--- src/rtl/pipe_in_check.sv ---
// pipe_in_check: receive-side checker for the Pipe In path.
// Regenerates the host's count/LFSR word sequence, compares it against every
// received word and keeps status for wire-out readback.
//
// Handshake: pipe_in_write qualifies pipe_in_data for exactly one cycle.
// pipe_in_ready is tied high because the checker accepts a word on every
// cycle. There is no backpressure, so a write is always accepted when reset
// is low.
module pipe_in_check #(
  parameter int CNT_W = 32,
  parameter int ERR_W = 16
) (
  input  logic             clk,
  input  logic             reset,
  input  logic             pipe_in_write,
  input  logic [15:0]      pipe_in_data,
  input  logic             mode,
  output logic             pipe_in_ready,
  output logic [CNT_W-1:0] word_count,
  output logic [ERR_W-1:0] error_count,
  output logic             error_flag,
  output logic [CNT_W-1:0] first_err_index,
  output logic [15:0]      first_err_expected,
  output logic [15:0]      first_err_actual,
  output logic             active,
  output logic [1:0]       state_dbg
);

  typedef enum logic [1:0] {
    ST_IDLE = 2'd0,
    ST_PASS = 2'd1,
    ST_FAIL = 2'd2
  } state_t;

  localparam logic [CNT_W-1:0] CNT_ONE = CNT_W'(1);
  localparam logic [ERR_W-1:0] ERR_ONE = ERR_W'(1);
  localparam logic [ERR_W-1:0] ERR_MAX = '1;

  // Polynomial x^32+x^22+x^2+1, shifting left with feedback into bit 0.
  function automatic logic [31:0] lfsr_step(input logic [31:0] v);
    return {v[30:0], v[31] ^ v[21] ^ v[1]};
  endfunction

  logic        mode_q;
  logic [31:0] gen_lo;
  logic [31:0] gen_hi;
  logic        v1;
  logic [15:0] d1;
  logic [15:0] e1;
  state_t      state;

  assign pipe_in_ready = 1'b1;
  assign state_dbg     = state;

  // Generator: seed and latch mode during reset, advance once per accepted write.
  always_ff @(posedge clk) begin
    if (reset) begin
      mode_q <= mode;
      if (mode) begin
        gen_hi <= 32'h0D0C0B0A;
        gen_lo <= 32'h04030201;
      end else begin
        gen_hi <= 32'h00000001;
        gen_lo <= 32'h00000001;
      end
    end else if (pipe_in_write) begin
      if (mode_q) begin
        gen_hi <= lfsr_step(gen_hi);
        gen_lo <= lfsr_step(gen_lo);
      end else begin
        gen_hi <= gen_hi + 32'd1;
        gen_lo <= gen_lo + 32'd1;
      end
    end
  end

  // Stage 1: capture the received word alongside the word it should match.
  always_ff @(posedge clk) begin
    if (reset) begin
      v1 <= 1'b0;
      d1 <= 16'h0000;
      e1 <= 16'h0000;
    end else begin
      v1 <= pipe_in_write;
      if (pipe_in_write) begin
        d1 <= pipe_in_data;
        e1 <= gen_lo[15:0];
      end
    end
  end

  // Stage 2: compare, update counters and the IDLE/PASS/FAIL state machine.
  always_ff @(posedge clk) begin
    if (reset) begin
      state              <= ST_IDLE;
      word_count         <= '0;
      error_count        <= '0;
      error_flag         <= 1'b0;
      active             <= 1'b0;
      first_err_index    <= '0;
      first_err_expected <= 16'h0000;
      first_err_actual   <= 16'h0000;
    end else if (v1) begin
      word_count <= word_count + CNT_ONE;
      active     <= 1'b1;
      if (d1 != e1) begin
        if (error_count != ERR_MAX) begin
          error_count <= error_count + ERR_ONE;
        end
        // Only the first mismatch is recorded; FAIL is absorbing until reset.
        if (!error_flag) begin
          error_flag         <= 1'b1;
          first_err_index    <= word_count;
          first_err_expected <= e1;
          first_err_actual   <= d1;
        end
        state <= ST_FAIL;
      end else if (state == ST_IDLE) begin
        state <= ST_PASS;
      end
    end
  end

endmodule
--- config.mk ---
export PLATFORM = sky130hd
export DESIGN_NAME = pipe_in_check
export DESIGN_NICKNAME = d
export VERILOG_FILES = /design/src/rtl/pipe_in_check.sv
export SDC_FILE = /design/constraint.sdc
export NUM_CORES = 1
export LEC_CHECK = 0
export CORE_ASPECT_RATIO = 1.25
export CORE_MARGIN = 10
export CORE_UTILIZATION = 45
export DETAILED_ROUTE_END_ITERATION = 10
export GPL_TIMING_DRIVEN = 1
export PLACE_DENSITY = 0.67
export SLEW_MARGIN = 15
export SYNTH_ARGS = -nofsm -noshare
export SYNTH_HDL_FRONTEND = slang
export SYNTH_SLANG_ARGS = --single-unit
--- constraint.sdc ---
create_clock -name clk -period 2.8 [get_ports clk]
set_clock_uncertainty 0.15 [all_clocks]
set_input_delay 0.56 -clock clk [delete_from_list [all_inputs] [get_ports clk]]
set_output_delay 0.56 -clock clk [all_outputs]
set_load 0.05 [all_outputs]
==> run_1/clock_nets.png <==
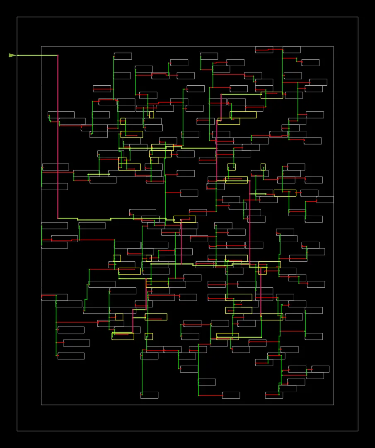
CTS sink count: 182
clock buf count: 17
CTS Buf Count: 17

==> run_1/gates.png <==
(1.5 px per µm)
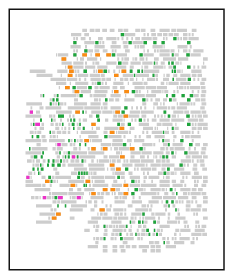
- non-inverting ao/oa cells: magenta (cells 8)
- mux cells: orange (cells 38)
- nand cells: green (cells 157)
Top cell excl fill/tap: dfxtp_1
final std cells w/o fill: 1,261
logic share of the area: 0.386

==> changes_impl.md, run 1 <==
## Flow update

- Die height: around 170 µm
- Log Warnings: 28
- # Taps: between 200 and 250
- Initial antenna violation count: 1
- Vias in the first global route: around 6.7k
- Number of ordinary inverters in the final layout: 13
- Worst R2R Setup Slack: 0.55 ns
- Clock Tree Root: clkbuf_16
- Sum Neg Setup Slack: 0 ns
- Wire per inst: 17.4 µm
- CP startpoint kind: flop
- Drt initial violations: 472
- DRC Markers: 0
- Critical path's slowest cell: clkdlybuf4s50_1
- Post-layout period usage: 0.898
- Unrepaired setup endpoints after global routing: false
- CORE AREA: 18,200 µm²
- Vias per inst: approximately 5.6
- Cell Rows: 55
- Count leader, synth: dfxtp_1
- Req. time, crit path: 2.09 ns
- Total GRT Usage: 0.175
- Worst-Margin Slew: a little over 0.8 ns
- Slew Viols, Final: 0
- Final hold violation count: 0
- Ys async rst share: 0
- Multi-input gates: ~650
- Hold Path Class: reg2reg
- Area-dominant class: logic gates
- CP max stage delay: 0.87 ns
- HPWL Detailed: 14,900 µm
- Flops: 182
- Die ar.: between 20,000 and 25,000 µm²
- Mapped Area: around 8400 µm²
- Sequential share of cell area: 0.379
- Setup crit end kind: output port
- Post-CTS setup buffer count: 0
- Post-CTS sizing: 0
- Ys cells: between 900 and 1k
- Crit path DAT: around 1.8 ns
- Final-stage net count: 1,043
- Post-synth EDFFs: 33
- Top cells by area, synth: dfxtp_1 (36%), edfxtp_1 (12%), a21oi_1 (6.7%)
- Leak: 3.59 nW
- FILL cells: around 1.6k
- # setup viols final: 0
- # IOs: 137
- Insertion Delay late pin: roughly 0.43 ns
- Ys Warns: 0
- CP Buf/Inv Count: 1
- Non-clock buffer count: ~160
- Top post-synthesis cells by count: dfxtp_1 (149), a21oi_1 (112), nor2_1 (79)
- Synth cell types: 61
- Critical path, cell by cell: clkdlybuf4s50_1
- Ys flop type: dfxtp_1
- Layout area overhead: 24.9%
- Initial DRT Pass Iterations: 5
- Status: finished clean
- Hold buffers post-CTS: 0
- Floorplan Utilization: 0.461
- Crit-path leading delay family: buffers and inverters
- Fin crit period: 2.52 ns
- CTS max path bufs: 2
- Largest net degree at the start of global routing: ~100
- Inserted Diodes: 1
- Chip Area, Yosys: 8400 µm²
- Placer Congestion: around 0.87
- Critical path peak fanout: 9
- IO buf count: between 100 and 150
- Final Util: 0.575
- Peak supply drop: roughly 0.38 mV
- Synth flops: approximately 180
- Seq share, synth: 0.473
- Non-clock buffers, area share: 0.147
- Setup Crit Path Kind: reg2out
- Register area: 3980 µm²
==> run_1/m3.png <==
(3 px per µm)
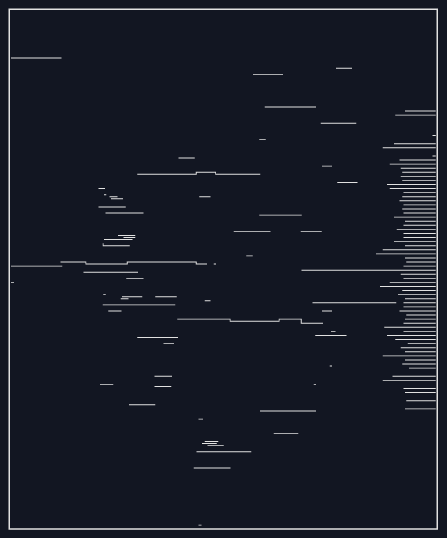
- wire length on this layer: 1,340 µm
- main direction: horizontal
- longest straight run: 44.5 µm
- share of all routed wire: 6.1%
- nets with wire on the layer: 103
grt met3 use: 0.0365
WL final: 21,900 µm
vias post-DR: 7,056

==> run 1: path summary, 6_finish.rpt <==
check / from / to / depth (start not counted)
setup reg to reg: gen_lo[8] / gen_lo[27] / 6
hold reg to reg: first_err_index[30] / first_err_index[30] / 2
setup / recovery: word_count[13] / word_count[13] / 1
hold / removal: first_err_index[30] / first_err_index[30] / 2
==> run 1: logic make-up (layout without fill, tap and decap cells) <==
logic type                 Yosys count  after routing  synth area share
AOI/OAI and AO/OA                  234            234             0.156
xor gates and xnor gates            53             53            0.0553
adders and majority gates            3              3           0.00447
buffers and inverters               85            201            0.0453
DFF                                182            182             0.473
muxes                               38             38            0.0454
other                                1              2          0.000446
and+or+nand+nor                    320            320             0.220
==> run 1: metal layers <==
metal | GRT usage | up-vias | part of all wire
met5 | 0 | - | 0
met4 | 0.0614 | 0 | 0.017
met3 | 0.0365 | 29 | 0.061
met2 | 0.290 | 163 | 0.50
met1 | 0.217 | 3343 | 0.42
li1 | - | 3521 | -
==> run 1: registers in the layout, summed over array words and instances, names as in the netlist <==
signal              count
first_err_expected     16
first_err_actual       16
d1                     16
e1                     16
word_count             32
v1                      1
mode_q                  1
state_dbg               2
active                  1
error_flag              1
gen_lo                 32
first_err_index        32
error_count            16
==> run 1: cell usage in the layout (no fill, tap or decap), types with 3 or more instances in the layout <==
| cell type | n |
|---|---|
| xnor2_1 | 21 |
| edfxtp_1 | 33 |
| or3b_2 | 17 |
| clkinv_2 | 3 |
| nor2_1 | 79 |
| nand4_1 | 32 |
| o21ai_1 | 4 |
| nor4b_1 | 3 |
| a21o_1 | 3 |
| nand2_1 | 40 |
| bufinv_16 | 3 |
| or3_1 | 11 |
| and3_1 | 9 |
| and4_1 | 7 |
| dfxtp_1 | 148 |
| inv_6 | 4 |
| buf_4 | 20 |
| o221ai_1 | 3 |
| inv_1 | 12 |
| nand3b_1 | 49 |
| clkinv_4 | 3 |
| clkdlybuf4s50_1 | 133 |
| a31oi_1 | 4 |
| o21ai_0 | 77 |
| nand3_1 | 34 |
| clkbuf_16 | 17 |
| and2_1 | 4 |
| a21oi_1 | 112 |
| nor3_1 | 6 |
| a211oi_1 | 3 |
| nor4_2 | 3 |
| mux2i_1 | 37 |
| nor2b_1 | 4 |
| o31ai_1 | 13 |
| ha_1 | 3 |
| or4_1 | 10 |
| xor2_1 | 32 |
==> run 1: report_power, final <==
group,leakage [nW],switching (mW),internal [mW]
combinational,1.72,0.349,0.217
sequential,1.57,0.124,2.78
clock,0.299,1.05,1.41
==> run 1: metrics by stage <==
stage | hold slack (ns) | cells | cell area [µm²] | setup slack, ns | power (mW)
2_1_floorplan | 0.334 | 916 | 8400 | 0.402 | 3.35
3_3_place_gp | 0.309 | 1229 | 9890 | 0.576 | 3.52
3_5_place_dp | 0.316 | 1229 | 9890 | 0.551 | 3.53
4_1_cts | 0.315 | 1260 | 10500 | 0.258 | 5.98
5_1_grt | 0.333 | 1261 | 10500 | 0.229 | 6.16
6_report | 0.324 | 1261 | 10500 | 0.284 | 5.93
==> run 2: changes to the inputs <==
- SETUP_SLACK_MARGIN: unset -> 0.05
==> run_2/layers.png <==
(1.5 px per µm)
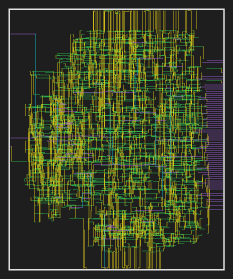
- M2: yellow (wire length 11,000 µm)
- M4: cyan (wire length 363 µm)
- M3: purple (wire length 1,340 µm)
- M1: green (wire length 9,260 µm)
wire per inst: 17.4 µm
Total GRT Usage: 0.175

==> run 2 against run 1 <==
- register-to-register slack about the same
- maximum frequency did not move
- highest routed layer unchanged
- area after synthesis is the same
- flip-flop count did not move
- sequential share of layout area unchanged
- critical path depth unchanged
- critical endpoint unchanged
- synthesized cell count unchanged
- first-iteration DRC count stayed put
- wire length stayed put
==> changes_impl.md, run 2 <==
## Flow update

- Status: finished clean
- Final std cells w/o fill: 1,261 (unchanged)
- Gate power share: 0.096 (about the same)
- Switching pwr: 1.52 mW (unchanged)
- Clock Tree Root: clkbuf_16
- CP max stage delay: 0.87 ns (about the same)
- Ys Warns: 0 (unchanged)
- Placed cells: 1,229 (unchanged)
- Fin crit period: 2.52 ns (unchanged)
- DP Area: 9890 µm² (unchanged)
- Post-CTS setup buffer count: 0 (unchanged)
- Mapped Area: 8400 µm² (unchanged)
- Post-place setup slack: 0.551 ns (unchanged)
- CORE AREA: 18,200 µm² (unchanged)
- # setup viols final: 0 (unchanged)
- Top sig layer: met4
- Routed wl met2: 11,000 µm (unchanged)
- Sw Ratio: 0.257 (unchanged)
- Top cell excl fill/tap: dfxtp_1
- Insertion Delay late pin: 0.43 ns (about the same)
- Hold Path Class: reg2reg
- Post-route cell area: 10,500 µm² (unchanged)
- Worst-Margin Slew: 0.818 ns (unchanged)
- Wire length on met1: 9260 µm (unchanged)
- Post-synth EDFFs: 33 (unchanged)
- Ys async rst share: 0 (unchanged)
- CP startpoint kind: flop
- Unrepaired setup endpoints after global routing: false
- Most frequent logic cells in the routed design: dfxtp_1 (148), clkdlybuf4s50_1 (133), a21oi_1 (112)
- Hold buffers post-CTS: 0 (unchanged)
- Wire length on met3: 1340 µm (unchanged)
- Post-layout period usage: 0.898 (unchanged)
- Post-CTS sizing: 0 (unchanged)
- CP Buf/Inv Count: 1 (unchanged)
- Critical path depth: 1 (unchanged)
- Top cells by area, synth: dfxtp_1 (36%), edfxtp_1 (12%), a21oi_1 (6.7%)
- Die ar.: 24,600 µm² (unchanged)
- RR Startpoint: gen_lo[8]
- Layout area overhead: 24.9% (unchanged)
- CTS Buf Count: 17 (unchanged)
- Vias per inst: 5.60 (unchanged)
- Sequential share of power: 0.489 (about the same)
- Final-stage net count: 1,043 (unchanged)
- Worst R2R Setup Slack: 0.55 ns (about the same)
- Ys flop type: dfxtp_1
- Slew Viols, Final: 0 (unchanged)
- Synth flops: 182 (unchanged)
- Critical path's slowest cell: clkdlybuf4s50_1
- Count leader, synth: dfxtp_1
- # IOs: 137 (unchanged)
- Top post-synthesis cells by count: dfxtp_1 (149), a21oi_1 (112), nor2_1 (79)
- Top flop regs: first_err_index x32, gen_lo x32, word_count x32
- Die height: 173 µm (unchanged)
- WL final: 21,900 µm (unchanged)
- Drt initial violations: 472 (unchanged)
- Placer Congestion: 0.871 (unchanged)
- Initial DRT Pass Iterations: 5 (unchanged)
- Sum Neg Setup Slack: 0 ns (unchanged)
- CTS max path bufs: 2 (unchanged)
- HPWL Detailed: 14,900 µm (unchanged)
- Cell Int Power: 4.40 mW (unchanged)
- Crit path DAT: 1.81 ns (about the same)
- IO buf count: 135 (unchanged)
- Floorplan Utilization: 0.461 (unchanged)
- Final WS setup: 0.284 ns (unchanged)
- Vias in the first global route: 6,674 (unchanged)
- FILL cells: 1,633 (unchanged)
- Critical path peak fanout: 9 (unchanged)
- Leak: 3.59 nW (unchanged)
- Synth cell types: 61 (unchanged)
- Initial antenna violation count: 1 (unchanged)
- Cell Rows: 55 (unchanged)
- Largest net degree at the start of global routing: 103 (unchanged)
- Final Util: 0.575 (unchanged)
run 2: cell counts in the layout (fill, tap and decap cells not counted):
No cell type changed its count.
run 2: worst min path at each step:
stage	slack [ns]	cells after the start	to	startpoint
2_1_floorplan	0.33	2	first_err_expected[5]	e1[5]
3_3_place_gp	0.31	2	state_dbg[1]	state_dbg[1]
3_5_place_dp	0.32	2	first_err_index[26]	first_err_index[26]
4_1_cts	0.32	1	mode_q	reset
5_1_grt	0.33	1	mode_q	reset
6_report	0.32	2	first_err_index[30]	first_err_index[30]
run 2: metrics by stage:
stage / hold slack [ns] / total power [mW]
3_5_place_dp: 0.316 / 3.53
3_3_place_gp: 0.309 / 3.52
5_1_grt: 0.333 / 6.16
6_report: 0.324 / 5.93
2_1_floorplan: 0.334 / 3.35
4_1_cts: 0.315 / 5.98
run 2: power groups by stage:
stage | logic [mW] | clock network [mW] | registers, mW
after CTS | 0.571 | 2.51 | 2.90
after detailed placement | 0.569 | 0 | 2.96
after global placement | 0.563 | 0 | 2.96
after global routing | 0.624 | 2.62 | 2.92
after floorplan | 0.372 | 0 | 2.98
final | 0.566 | 2.46 | 2.90
run 2: final cells by class:
type	count	area (µm²)	area share
Antenna cell	1	2.50	0.000238
Clock inverter	14	173	0.0165
Timing Repair Buffer	157	1540	0.147
Multi-Input combinational cell	649	4050	0.386
Tap cell	228	285	0.0272
Sequential cell	182	3980	0.379
Clock buffer	17	425	0.0405
Inverter	13	48.8	0.00465
run 2: worst min-delay path, delay by kind of cell, from the launching register on:
kind | cells | cell delay, ns
flops | 1 | 0.31
compound gates | 2 | 0.12
run 2: cells by family (layout without fill, tap and decap cells):
| kind of cell | after synthesis | count (layout) | synth area share |
|---|---|---|---|
| buffers and inverters | 85 | 201 | 0.0453 |
| XOR/XNOR | 53 | 53 | 0.0553 |
| multiplexers | 38 | 38 | 0.0454 |
| flip-flops | 182 | 182 | 0.473 |
| AND-OR/OR-AND | 234 | 234 | 0.156 |
| adder cells (fa/ha/maj) | 3 | 3 | 0.00447 |
| AND/OR/NAND/NOR | 320 | 320 | 0.220 |
| other | 1 | 2 | 0.000446 |
run 2: layer usage:
metal  global-route usage  vias up
li1                     -     3521
met1                0.217     3343
met2                0.290      163
met3               0.0365       29
met4               0.0614        0
met5                    0        -
==> run 3: changes to the inputs <==
- SKIP_CTS_REPAIR_TIMING: unset -> 1
- clock period: 2.8 -> 2.6 ns (I/O delays scaled with it)
==> run 3 against run 2 <==
- combinational power grew 9.4%
- wire length grew 0.41%
- sequential power grew 7.9%
- clock power grew 11%
- area after synthesis is the same
- critical path type unchanged
- largest power group unchanged
==> changes_impl.md, run 3 <==
## Flow update

- Status: finished clean
- Unrepaired setup endpoints after global routing: false
- Gate power share: 0.096 (about the same)
- Switching pwr: 1.70 mW (+11%)
- Count leader, synth: dfxtp_1
- Ys flop type: dfxtp_1
- Req. time, crit path: ~1.9 ns
- Mapped Area: 8400 µm² (unchanged)
- Ys async rst share: 0 (unchanged)
- Layout area overhead: 26.0%
- Initial antenna violation count: 1 (unchanged)
- Floorplan Utilization: 0.461 (unchanged)
- Placer Congestion: 0.834 (-4.2%)
- Top cells by area, synth: dfxtp_1 (36%), edfxtp_1 (12%), a21oi_1 (6.7%)
- Fin crit period: 2.42 ns
- CP max stage delay: 0.86 ns (about the same)
- Vias in the first global route: 6,847 (+2.6%)
- IO buf count: 135 (unchanged)
- Top flop regs: first_err_index x32, gen_lo x32, word_count x32
- Sequential share of power: 0.483 (-0.006)
- Hold Path Class: reg2reg
- Final hold violation count: 0
- Crit path DAT: 1.75 ns (-0.06 ns)
- Clock Tree Root: clkbuf_16
- Worst-Margin Slew: 0.804 ns (-0.0142 ns)
- Most frequent logic cells in the routed design: dfxtp_1 (148), clkdlybuf4s50_1 (131), a21oi_1 (112)
- Worst R2R Setup Slack: 0.34 ns (-0.21 ns)
- Critical path's slowest cell: clkdlybuf4s50_1
- RR Startpoint: gen_lo[1]
- Hold Crit Endpoint: first_err_index[10]
- Ys Warns: 0 (unchanged)
- CORE AREA: 18,200 µm² (unchanged)
- Drt initial violations: 549 (+16%)
- Hold path depth: 2 (unchanged)
- Vias per inst: 5.57 (-0.50%)
- Top cell excl fill/tap: dfxtp_1
- # setup viols final: 0 (unchanged)
- Post-synth EDFFs: 33 (unchanged)
- HPWL Detailed: 14,900 µm (+0.43%)
- CP Buf/Inv Count: 1 (unchanged)
- Die height: 173 µm (unchanged)
- Insertion Delay late pin: 0.43 ns (about the same)
- Leak: 3.64 nW (+1.5%)
- Clk slew on worst S/H paths: ~0.070 ns
- FILL cells: 1,637 (+0.24%)
- Initial DRT Pass Iterations: 5 (unchanged)
- # IOs: 137 (unchanged)
- Sum Neg Setup Slack: 0 ns (unchanged)
- Final-stage net count: 1,049 (+0.58%)
- DIE WIDTH: approximately 140 µm
- Hold Startpoint: first_err_index[10]
- Final WS setup: 0.180 ns (-0.104 ns)
- DP Area: 9960 µm² (+0.68%)
- Slew Viols, Final: 0 (unchanged)
- CP startpoint kind: flop
- Synth cell types: 61 (unchanged)
- Post-layout period usage: 0.931
- Cell Rows: 55 (unchanged)
- CTS max path bufs: 2 (unchanged)
- DRC Markers: 0
- Largest net degree at the start of global routing: 120 (+17%)
- Cell Int Power: 4.78 mW (+8.5%)
- Top post-synthesis cells by count: dfxtp_1 (149), a21oi_1 (112), nor2_1 (79)
- Critical path peak fanout: 7 (-2)
run 3: cell counts after synthesis:
Identical to the previous run, type by type.
run 3: layer usage:
metal	vias to the layer above	share of wire	global-route usage
met4	0	0.022	0.0742
li1	3549	-	-
met5	-	0	0
met3	26	0.049	0.0307
met2	143	0.49	0.290
met1	3342	0.44	0.224
run 3: cell type report:
class	count	area, µm²	area share
Multi-Input combinational cell	649	4050	0.382
Timing Repair Buffer	163	1610	0.152
Inverter	13	48.8	0.00461
Antenna cell	1	2.50	0.000237
Clock buffer	18	429	0.0406
Tap cell	228	285	0.0270
Sequential cell	182	3980	0.376
Clock inverter	14	186	0.0176
run 3: worst max-delay path by stage:
stage,end,slack [ns],cells past startpoint
after global routing,word_count[7],0.08,1
after CTS,word_count[13],0.07,1
after global placement,error_count[5],0.42,6
after floorplan,word_count[26],0.20,6
final,word_count[14],0.18,1
after detailed placement,gen_lo[16],0.34,6
run 3: metrics by stage:
stage                     utilization  power, mW  hold slack (ns)
final                           0.580       6.47            0.323
after global routing            0.580       6.72            0.343
after CTS                       0.580       6.52            0.326
after detailed placement        0.546       3.81            0.315
after global placement          0.546       3.81            0.308
after floorplan                     -       3.60            0.334
run 3: kinds of logic after synthesis:
family                     Yosys count  share of synthesized area
and+or+nand+nor                    320                      0.220
AOI/OAI and AO/OA                  234                      0.156
DFF                                182                      0.473
buffers and inverters               85                     0.0453
xor gates and xnor gates            53                     0.0553
muxes                               38                     0.0454
adders and majority gates            3                    0.00447
other                                1                   0.000446
run 3: power groups by stage:
stage,Combinational [mW],Sequential (mW),Clock [mW]
after CTS,0.626,3.13,2.77
after global routing,0.683,3.15,2.89
after detailed placement,0.624,3.19,0
after global placement,0.618,3.19,0
final,0.619,3.13,2.73
after floorplan,0.401,3.20,0
==> run_3/layers.png <==
(1.5 px per µm)
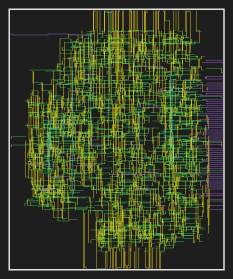
- M3: purple (wire length 1,080 µm)
- M1: green (wire length 9,650 µm)
- M4: cyan (wire length 479 µm)
- M2: yellow (wire length 10,800 µm)
vias post-DR: 7,060
WL final: 22,000 µm
Total GRT Usage: 0.177
wire per inst: 17.4 µm

No activity file was given, so power comes from the tool's default toggle rates.
